### config.mk
export PLATFORM = sky130hd
export DESIGN_NAME = peridot_pfc_arbiter
export DESIGN_NICKNAME = d
export VERILOG_FILES = /design/src/rtl/peridot_pfc_arbiter.sv
export SDC_FILE = /design/constraint.sdc
export NUM_CORES = 1
export LEC_CHECK = 0
export ABC_AREA = 0
export CORE_AREA = 2 2 105 107
export CTS_BUF_LIST = sky130_fd_sc_hd__clkbuf_4 sky130_fd_sc_hd__clkbuf_8
export CTS_CLUSTER_DIAMETER = 120
export CTS_CLUSTER_SIZE = 40
export DETAILED_ROUTE_END_ITERATION = 7
export DIE_AREA = 0 0 107 109
export PLACE_DENSITY = 0.82
export SETUP_SLACK_MARGIN = 0.3
export SLEW_MARGIN = 20
export SYNTH_ARGS = -nofsm -noshare
export SYNTH_HDL_FRONTEND = slang
export SYNTH_SLANG_ARGS = --single-unit
### constraint.sdc
create_clock -name csi_clk -period 2.3 [get_ports csi_clk]
set_clock_uncertainty 0.2 [all_clocks]
set_input_delay 0.23 -clock csi_clk [delete_from_list [all_inputs] [get_ports csi_clk]]
set_output_delay 0.23 -clock csi_clk [all_outputs]
set_load 0.05 [all_outputs]
### src/rtl/peridot_pfc_arbiter.sv
// Two-port Avalon-MM arbiter in front of an external bank of PFC registers.
// Each transaction takes three cycles: grant and register in IDLE, drive the
// command and capture the response in ISSUE, then release the winner in DONE.
module peridot_pfc_arbiter #(
    parameter int ARB_MODE  = 0,
    parameter int IDLE_HOLD = 1
) (
    input  logic        csi_clk,
    input  logic        rsi_reset,
    input  logic [3:0]  avs_s0_address,
    input  logic        avs_s0_read,
    input  logic        avs_s0_write,
    input  logic [31:0] avs_s0_writedata,
    output logic [31:0] avs_s0_readdata,
    output logic        avs_s0_waitrequest,
    input  logic [3:0]  avs_s1_address,
    input  logic        avs_s1_read,
    input  logic        avs_s1_write,
    input  logic [31:0] avs_s1_writedata,
    output logic [31:0] avs_s1_readdata,
    output logic        avs_s1_waitrequest,
    output logic [36:0] coe_pfc_cmd,
    input  logic [31:0] coe_pfc_resp
);

    typedef enum logic [1:0] {
        ST_IDLE  = 2'd0,
        ST_ISSUE = 2'd1,
        ST_DONE  = 2'd2
    } state_t;

    state_t      state_q, state_d;
    logic        last_grant_q, last_grant_d;
    logic        gnt_q, gnt_d;
    logic        wr_q, wr_d;
    logic [3:0]  addr_q, addr_d;
    logic [31:0] wdata_q, wdata_d;
    logic [31:0] rdata0_q, rdata0_d;
    logic [31:0] rdata1_q, rdata1_d;

    logic        req0;
    logic        req1;
    logic        pick1;

    assign req0 = avs_s0_read | avs_s0_write;
    assign req1 = avs_s1_read | avs_s1_write;

    // Choose the winner: on a tie round-robin favours the port not served last,
    // fixed priority always favours s0; a lone requester always wins.
    always_comb begin
        pick1 = 1'b0;
        if (req0 && req1) begin
            if (ARB_MODE == 0) begin
                pick1 = (last_grant_q == 1'b0);
            end else begin
                pick1 = 1'b0;
            end
        end else begin
            pick1 = req1;
        end
    end

    // Next-state logic: IDLE waits for any request, ISSUE and DONE last one cycle each.
    always_comb begin
        state_d = state_q;
        case (state_q)
            ST_IDLE:  if (req0 || req1) state_d = ST_ISSUE;
            ST_ISSUE: state_d = ST_DONE;
            ST_DONE:  state_d = ST_IDLE;
            default:  state_d = ST_IDLE;
        endcase
    end

    // Datapath: latch the winner's fields at grant, capture the PFC response in ISSUE.
    always_comb begin
        last_grant_d = last_grant_q;
        gnt_d        = gnt_q;
        wr_d         = wr_q;
        addr_d       = addr_q;
        wdata_d      = wdata_q;
        rdata0_d     = rdata0_q;
        rdata1_d     = rdata1_q;
        if (state_q == ST_IDLE && (req0 || req1)) begin
            gnt_d        = pick1;
            last_grant_d = pick1;
            wr_d         = pick1 ? avs_s1_write     : avs_s0_write;
            addr_d       = pick1 ? avs_s1_address   : avs_s0_address;
            wdata_d      = pick1 ? avs_s1_writedata : avs_s0_writedata;
        end
        if (state_q == ST_ISSUE) begin
            if (gnt_q) begin
                rdata1_d = coe_pfc_resp;
            end else begin
                rdata0_d = coe_pfc_resp;
            end
        end
    end

    // State and datapath registers; reset abandons any transaction in flight.
    always_ff @(posedge csi_clk) begin
        if (rsi_reset) begin
            state_q      <= ST_IDLE;
            last_grant_q <= 1'b1;
            gnt_q        <= 1'b0;
            wr_q         <= 1'b0;
            addr_q       <= 4'h0;
            wdata_q      <= 32'h0;
            rdata0_q     <= 32'h0;
            rdata1_q     <= 32'h0;
        end else begin
            state_q      <= state_d;
            last_grant_q <= last_grant_d;
            gnt_q        <= gnt_d;
            wr_q         <= wr_d;
            addr_q       <= addr_d;
            wdata_q      <= wdata_d;
            rdata0_q     <= rdata0_d;
            rdata1_q     <= rdata1_d;
        end
    end

    // Outputs: the write strobe exists only in ISSUE, only the winner sees DONE.
    always_comb begin
        coe_pfc_cmd        = {1'b0, addr_q, wdata_q};
        avs_s0_waitrequest = 1'b1;
        avs_s1_waitrequest = 1'b1;
        if (state_q == ST_ISSUE) begin
            coe_pfc_cmd[36] = wr_q;
        end
        if (IDLE_HOLD == 0 && state_q == ST_IDLE) begin
            coe_pfc_cmd[35:0] = 36'h0;
        end
        if (state_q == ST_DONE) begin
            if (gnt_q) begin
                avs_s1_waitrequest = 1'b0;
            end else begin
                avs_s0_waitrequest = 1'b0;
            end
        end
    end

    assign avs_s0_readdata = rdata0_q;
    assign avs_s1_readdata = rdata1_q;

endmodule

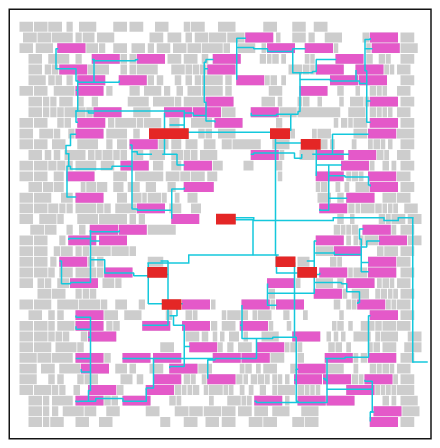
(images/clock_map.png)
legend:
  magenta:
    item: flip-flops
    count: 105
  cyan:
    item: clock wires
    length: 1140 um
  red:
    item: cells driving clock nets
    count: 9
flops lie: all over the die
routed clock nets: 10
part of the total power dissipated in the clock network: 0.247
reported clock group power: 1.20 mW
source-to-sink clock delay at the later pin of the worst-skew pair: 0.35 ns

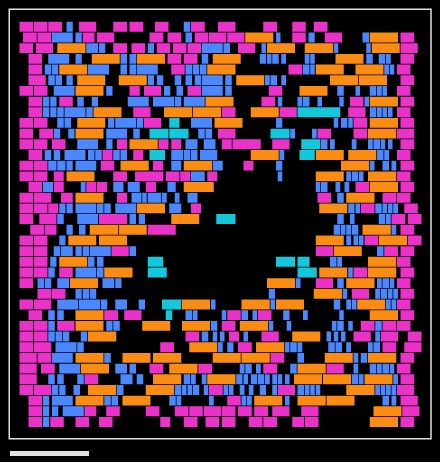
(images/cell_classes.png)
Bar = 20 um.
legend:
  cyan:
    class: clock drivers and dummy loads
    cells: 16
    share_of_their_area: 3.1%
  magenta:
    class: other buffers and delay cells
    cells: 233
    share_of_their_area: 36%
  blue:
    class: all other logic
    cells: 362
    share_of_their_area: 30%
  orange:
    class: flip-flops
    cells: 105
    share_of_their_area: 31%

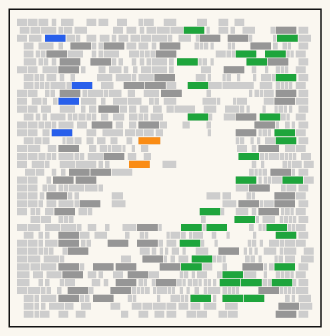
(images/registers.png)
Other sequential cells in the stronger gray, the rest of the logic in the fainter gray.
legend:
  blue:
    netlist_name: addr_q
    sequential_cells: 4
    where: upper left
  green:
    netlist_name: avs_s1_readdata
    sequential_cells: 32
  orange:
    netlist_name: state_q
    sequential_cells: 2

==> results.sh <==
# yosys + openroad results
export IMPL_timing_final_max_slew_violations=0
export IMPL_fp_nets=631
export IMPL_number_of_standard_cells_after_synthesis=521
export IMPL_dpl_hpwl_mm=9.77
export IMPL_ys_seq_frac=0.483
export IMPL_routed_wire_length_mm=13.7
export IMPL_comb_area_um2=2030
export IMPL_drt_pre_antenna_iters=5
export IMPL_crit_path_max_incr_delay_ns=0.82
export IMPL_hold_violations=0
export IMPL_grt_start_max_net_pins=47
export IMPL_logic_family="AND-OR/OR-AND gates"
export IMPL_grt_first_pass_wirelength_mm=20.7
export IMPL_worst_r2r_cell_count=3
export IMPL_yosys_area_share_xor_xnor=0
export IMPL_vias_in_the_first_global_route=4313
export IMPL_finalSetupViolations=0
export IMPL_fp_dieArea_um2=11700
export IMPL_outcome="finished, final reports clean"
export IMPL_post_route_min_period_ns=1.96
export IMPL_core_area_um2=10600
export IMPL_holdCritPathClass="in2reg"
export IMPL_diodes_inserted=0
export IMPL_synth_mux_area_fraction=0
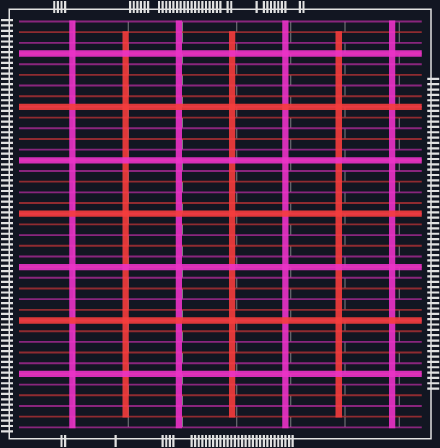
(images/pdn.png)
Pins as bars on the die edge. Tap cells in gray.
legend:
  magenta:
    net: VSS
  red:
    net: VDD
rows: 38
signal pins: 213
Die Height: 109 um
VDD IR-drop max: 0.461 mV

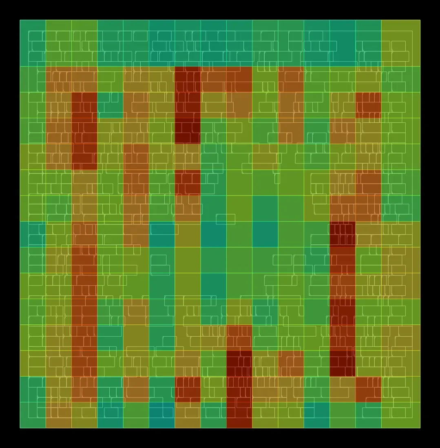
(images/final_congestion.png)
most congested layer reported by global routing: met2
Global Route met3 Usage: 0.0550
grt met2 use: 0.382

through the flow:
step                      hold slack [ns]  cells  worst slack (ns)  instance area (um^2)
after floorplan                     0.166    521             0.511                  4350
after global placement              0.240    840             0.102                  6630
after detailed placement            0.247    840            0.0231                  6630
after CTS                          0.0771    856             0.308                  6830
after global routing               0.0906    856             0.300                  6940
final                              0.0901    856             0.338                  6940
registers in the layout, summed over array words and instances (netlist names):
register         flops
state_q              2
last_grant_q         1
addr_q               4
wr_q                 1
gnt_q                1
avs_s1_readdata     32
avs_s0_readdata     32
wdata_q             32
repair_timing:
| item | in CTS | in global routing |
|---|---|---|
| gates resized | 5 | 45 |
| setup endpoints to repair | 5 | 45 |
| pin swaps | 0 | 0 |
cell type report:
type	instances	area share
Clock buffer	9	0.0179
Clock inverter	7	0.0123
Timing Repair Buffer	233	0.349
Multi-Input combinational cell	362	0.292
Tap cell	140	0.0252
Sequential cell	105	0.303
metal layers:
metal / vias up / part of all wire / GRT usage / routed length [um]
met5: - / 0 / 0 / 0
met4: 0 / 0.023 / 0.0779 / 317
met3: 19 / 0.081 / 0.0550 / 1110
met2: 219 / 0.49 / 0.382 / 6650
met1: 2153 / 0.41 / 0.270 / 5600
li1: 2207 / - / - / -
worst max path at each step:
| stage | from | end | slack (ns) | cells after the start |
|---|---|---|---|---|
| after floorplan | avs_s1_read | wdata_q[10]$_SDFFE_PP0P_ | 0.51 | 6 |
| after global placement | avs_s1_read | wdata_q[9]$_SDFFE_PP0P_ | 0.10 | 5 |
| after detailed placement | avs_s1_read | wdata_q[6]$_SDFFE_PP0P_ | 0.02 | 5 |
| after CTS | wdata_q[9]$_SDFFE_PP0P_ | coe_pfc_cmd[9] | 0.31 | 1 |
| after global routing | wdata_q[2]$_SDFFE_PP0P_ | coe_pfc_cmd[2] | 0.30 | 1 |
| final | avs_s1_readdata[26]$_SDFFE_PP0P_ | avs_s1_readdata[26] | 0.34 | 1 |
cell families after synthesis:
family | count (synthesis)
AOI/OAI and AO/OA | 180
buffers and inverters | 54
DFF | 105
and+or+nand+nor | 182
where the power goes:
part           switching, mW  total, mW  internal (mW)
Sequential            0.0887       2.06           1.97
Clock                  0.671       1.20          0.529
Combinational          0.991       1.61          0.616
Total                   1.75       4.86           3.11
No activity file was given, so power comes from the tool's default toggle rates.
